**config.mk**
```make
export PLATFORM = sky130hd
export DESIGN_NAME = pipeline_drain_fifo
export DESIGN_NICKNAME = d
export VERILOG_FILES = /design/src/rtl/pipeline_drain_fifo.sv
export SDC_FILE = /design/constraint.sdc
export NUM_CORES = 1
export LEC_CHECK = 0
export CAP_MARGIN = 15
export CORE_AREA = 4 4 151 153
export CTS_BUF_LIST = sky130_fd_sc_hd__clkbuf_4 sky130_fd_sc_hd__clkbuf_8 sky130_fd_sc_hd__clkbuf_16
export DETAILED_ROUTE_END_ITERATION = 16
export DIE_AREA = 0 0 155 157
export PLACE_DENSITY = 0.71
export SLEW_MARGIN = 20
export SYNTH_ARGS = -nofsm -noshare
export SYNTH_HDL_FRONTEND = slang
export SYNTH_SLANG_ARGS = --single-unit
```
**constraint.sdc**
```tcl
create_clock -name clk -period 7.4 [get_ports clk]
set_input_delay 1.48 -clock clk [delete_from_list [all_inputs] [get_ports clk]]
set_output_delay 1.48 -clock clk [all_outputs]
set_load 0.01 [all_outputs]
```
**src/rtl/pipeline_drain_fifo.sv**
```systemverilog
// Drain FIFO at the tail of a pipeline: FWFT output, skid-based stall, sticky overflow.
// Define PIPELINE_DRAIN_FIFO_STATS_EN to enable the stat_words/stat_stalls counters.
module pipeline_drain_fifo #(
  parameter int WIDTH = 32,
  parameter int DEPTH = 8,
  parameter int SKID  = 3
) (
  input  logic                       clk,
  input  logic                       reset_n,
  input  logic [WIDTH-1:0]           in_data,
  input  logic                       in_valid,
  input  logic                       flush,
  output logic                       stall,
  output logic [WIDTH-1:0]           out_data,
  output logic                       out_valid,
  input  logic                       out_ready,
  output logic [$clog2(DEPTH):0]     level,
  output logic                       overflow,
  output logic [15:0]                stat_words,
  output logic [15:0]                stat_stalls
);

  localparam int AW = $clog2(DEPTH);
  localparam logic [AW:0] FULL   = (AW+1)'(DEPTH);
  localparam logic [AW:0] THRESH = (AW+1)'(DEPTH - SKID);

  logic [WIDTH-1:0] mem [DEPTH];
  logic [AW-1:0]    rd_ptr;
  logic [AW-1:0]    wr_ptr;
  logic [AW:0]      cnt;
  logic             ovf;
  logic             pop;
  logic             push;
  logic             drop;

  assign out_valid = (cnt != '0);
  assign out_data  = mem[rd_ptr];
  assign level     = cnt;
  assign overflow  = ovf;
  assign stall     = (cnt >= THRESH);

  // A full FIFO still accepts a word when the head leaves in the same cycle.
  assign pop  = out_valid && out_ready;
  assign push = in_valid && ((cnt != FULL) || pop);
  assign drop = in_valid && (cnt == FULL) && !pop;

  always_ff @(posedge clk) begin
    if (reset_n && !flush && push)
      mem[wr_ptr] <= in_data;
  end

  always_ff @(posedge clk) begin
    if (!reset_n) begin
      rd_ptr <= '0;
      wr_ptr <= '0;
      cnt    <= '0;
      ovf    <= 1'b0;
    end else if (flush) begin
      rd_ptr <= '0;
      wr_ptr <= '0;
      cnt    <= '0;
    end else begin
      if (push)
        wr_ptr <= wr_ptr + AW'(1);
      if (pop)
        rd_ptr <= rd_ptr + AW'(1);
      unique case (1'b1)
        (push && !pop): cnt <= cnt + (AW+1)'(1);
        (pop && !push): cnt <= cnt - (AW+1)'(1);
        default:        cnt <= cnt;
      endcase
      if (drop)
        ovf <= 1'b1;
    end
  end

`ifdef PIPELINE_DRAIN_FIFO_STATS_EN
  logic [15:0] words_q;
  logic [15:0] stalls_q;

  always_ff @(posedge clk) begin
    if (!reset_n) begin
      words_q  <= '0;
      stalls_q <= '0;
    end else begin
      if (push && !flush && !(&words_q))
        words_q <= words_q + 16'd1;
      if (stall && !(&stalls_q))
        stalls_q <= stalls_q + 16'd1;
    end
  end

  assign stat_words  = words_q;
  assign stat_stalls = stalls_q;
`else
  assign stat_words  = '0;
  assign stat_stalls = '0;
`endif

endmodule

```
==> results.cfg <==
; flow metrics
[clock_tree]
cts_resized = 0
cts.clk_slew.worst_paths_ns = 0.07
cts_root_buf = clkbuf_16
insertion_delay_ns = 0.51
cts_max_path_buffers = 3
htree_levels = 1
cts_tree = yes
post_cts_buffers = 0
holdBufCountCts = 0

[placed_design]
dpl_cell_area_um2 = 11700
post-place-cells = 835
dpl.hpwl_um = 11300
port_buffers = 75
gp_congestion = 0.786

[sta]
finalClockPeriodUsage_pct = 65.2
rsz0062_at_grt = no
period_needed_ns = 4.82
worst_pin_slew_ns = 1.01
holdWs_ns = 0.475
finalMaxSlewViolations = 0
relSlewSlack_pct = 32.5
finalSetupTns_ns = 0
setup_violations = 0
finalHoldViolCount = 0
fmax_ghz = 0.207

[pwr]
switching_power_mw = 0.600
pwr-share-comb_pct = 4.2
pwr_density_cell_nw_per_um2 = 245
p_int_mw = 2.50
p_leak_nw = 3.95
seqPwrFrac_pct = 54.5
irDropWorstVdd_uv = 163
p_clk_share_pct = 41.3
switching_share_pct = 19.4

[yosys]
synth-area-yosys_um2 = 10600
synth.avg_cell_area_um2 = 21.3
ys_types = 37
synth-seq-cells = 270
netlist_area_um2 = 10600
ys_cells = 498
synth-edff-count = 256
synthesis.instances = 498
ys_warn_count = 0
async_flop_share_pct = 0
ys.flop_type = edfxtp_1
synth_seq_share_pct = 74.9

[detailed_routing]
drt_iter0_markers = 306
wl_per_cell_um = 21.4
drt_pass1_iterations = 5
viasPerCell = 5.47
vias = 4841
wl_um = 19000
drcViolationCount = 0
ant_nets = 0

[floorplanning]
die_w_um = 155
die_area_um2 = 24300
pin_count = 108
die_h_um = 157
num_rows = 54

[critical_path]
critPathCaptureType = output pin
worstPathRequired_ns = 5.92
critPathMaxFanout = 38
crit_arrival_ns = 3.34
crit_type = flop to output pin
critPathLaunchType = flop

[global_routing]
grt_overflow = 0
grt_use_total_pct = 15.6
grt_pass1_wl_um = 29500
grt_max_degree = 43
grt_antenna_before_repair = 1
grt_pass1_vias = 5104

[cells_and_area]
seqCellArea_um2 = 7970
area_growth_pct = 18.8
layout.nets = 626
stdcell_area_um2 = 12600
comb_area_um2 = 2470
antenna_cells = 0
final_util_pct = 58.6
nFillCells = 1519
layoutNonFillerInstCount = 885
drive_gt1_share_pct = 27.4

[job]
maxCapViolCount = 0
tool_warnings = 26

[status]
outcome = finished clean

[worst_hold_path]
min_path_type = flop to flop
-- logic make-up (layout without fill, tap and decap cells) --
group	after synthesis	count (layout)	share of synthesized area, %
XOR/XNOR	8	8	0.659
multiplexers	100	100	17.3
AND-OR/OR-AND	15	15	1.11
buffers and inverters	60	136	3.48
other	1	32	0.0353
adder cells (fa/ha/maj)	3	3	0.353
flip-flops	270	270	74.9
AND/OR/NAND/NOR	41	41	2.08
-- layout by cell type (no fill, tap or decap), types with 11 or more instances in the layout --
master and instances:
mux2_2 33, conb_1 32, edfxtp_1 256, clkbuf_16 27
nor2_1 11, dfxtp_1 11, mux4_2 64, clkdlybuf4s50_1 75
-- cell type report --
class | count | share of cell area (%)
inverter | 2 | 0.0594
tap | 280 | 2.77
clock inverter | 16 | 1.11
timing repair buffer | 87 | 7.77
clock buffer | 31 | 5.59
sequential | 270 | 63.1
multi-input combinational | 199 | 19.6
-- stage by stage --
stage               worst slack (ns)  total power [mW]
detailed placement              2.78              1.85
CTS                             2.42              3.13
finish                          2.58              3.10
global route                    2.29              3.21
floorplan                       2.32              1.80
global placement                2.58              1.84
-- synthesized netlist by cell type (4+ instances only) --
cell type / count / area share (%)
buf_2: 8 / 0.38
buf_4: 32 / 2.3
clkbuf_1: 15 / 0.53
dfxtp_1: 14 / 2.6
edfxtp_1: 256 / 72
mux2_2: 33 / 3.5
mux4_2: 64 / 14
nand2b_1: 6 / 0.35
nor2_1: 17 / 0.60
o211ai_1: 4 / 0.28
xor2_1: 5 / 0.41
-- metal layers --
layer	share of wire [%]	track usage, %	vias up
li1	-	-	2147
met1	41	20.7	2545
met2	52	27.0	125
met3	5.8	3.22	22
met4	1.1	3.20	2
met5	0.042	0	-
-- path summary, 6_finish.rpt --
| check | from | end | slack [ns] | depth (start not counted) |
|---|---|---|---|---|
| max | flop | out_data[23] | 2.58 | 4 |
| min | overflow | overflow | 0.48 | 1 |
| max reg2reg | level[0] | mem[0][27] | 4.41 | 5 |
| min reg2reg | overflow | overflow | 0.48 | 1 |
-- power groups by stage --
stage	clock network, mW	registers, mW	logic [mW]
6_report	1.28	1.69	0.130
5_1_grt	1.38	1.69	0.140
4_1_cts	1.31	1.69	0.131
3_5_place_dp	0	1.72	0.130
3_3_place_gp	0	1.72	0.124
2_1_floorplan	0	1.72	0.0814
-- worst max-delay path: stages (launching register included) --
cell and delay [ns]:
dfxtp_4 0.70, buf_4 0.70, mux4_2 0.61, mux2_2 0.30, clkdlybuf4s50_1 0.49
-- flip-flops by register name, summed over array words and instances, names as in the netlist, named ones only --
register	count
level	4
mem	256
overflow	1
rd_ptr	3
wr_ptr	3
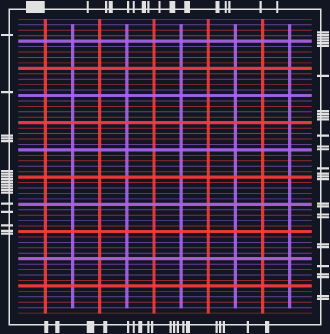
*Supply network*
Scale: 2 px per um. Pins as bars on the die edge.
- purple: VDD
- red: VSS
- met4 straps: 10
- signal pins: 108
- rows: 54
- met1 rails: 55

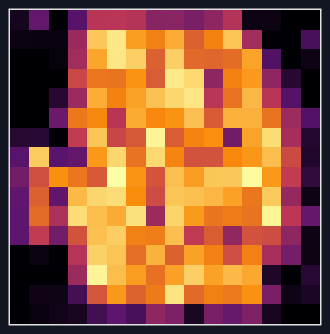
*Local utilization*
Scale: 2 px per um. The die is cut into 16 by 16 equal tiles; black is low, pale yellow is high, 0 to 100% covered.
- fullest tile: 100%
- mean over tiles: 51%
- tiles over 75% full: 31%
core area: 21,600 um2
Initial Util: 49.3%

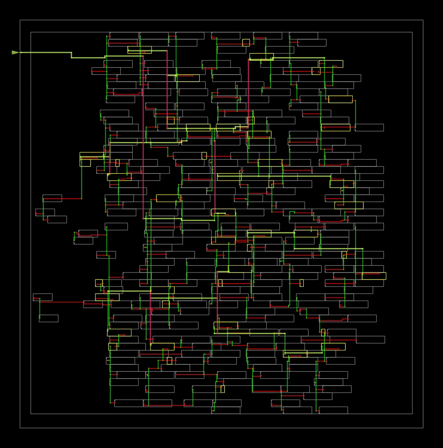
*Clock wiring as the flow saved it*
clock skew: 0.0113 ns
num sequential: 270
clk pwr: 1.28 mW
TritonCTS Buffers: 26
CTS sink cnt: 270

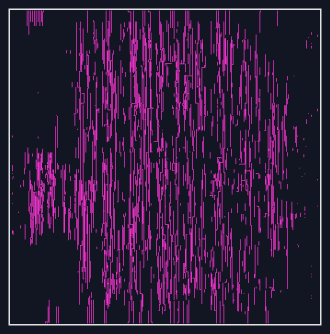
*Met2 routing*
Scale: 2 px per um.
- share of all routed wire: 52%
- nets with wire on the layer: 583
- longest straight run: 87.0 um
- main direction: vertical
- wire length on this layer: 9,920 um

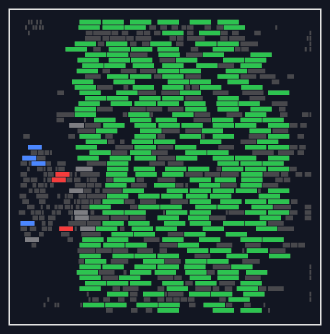
*Register map, names as in the netlist*
Scale: 2 px per um. Other sequential cells in the stronger gray, the rest of the logic in the fainter gray.
- blue: `level` (sequential cells 4; where left middle)
- green: `mem` (sequential cells 256)
- red: `rd_ptr` (sequential cells 3)

Power is estimated from default activity; no workload was simulated.
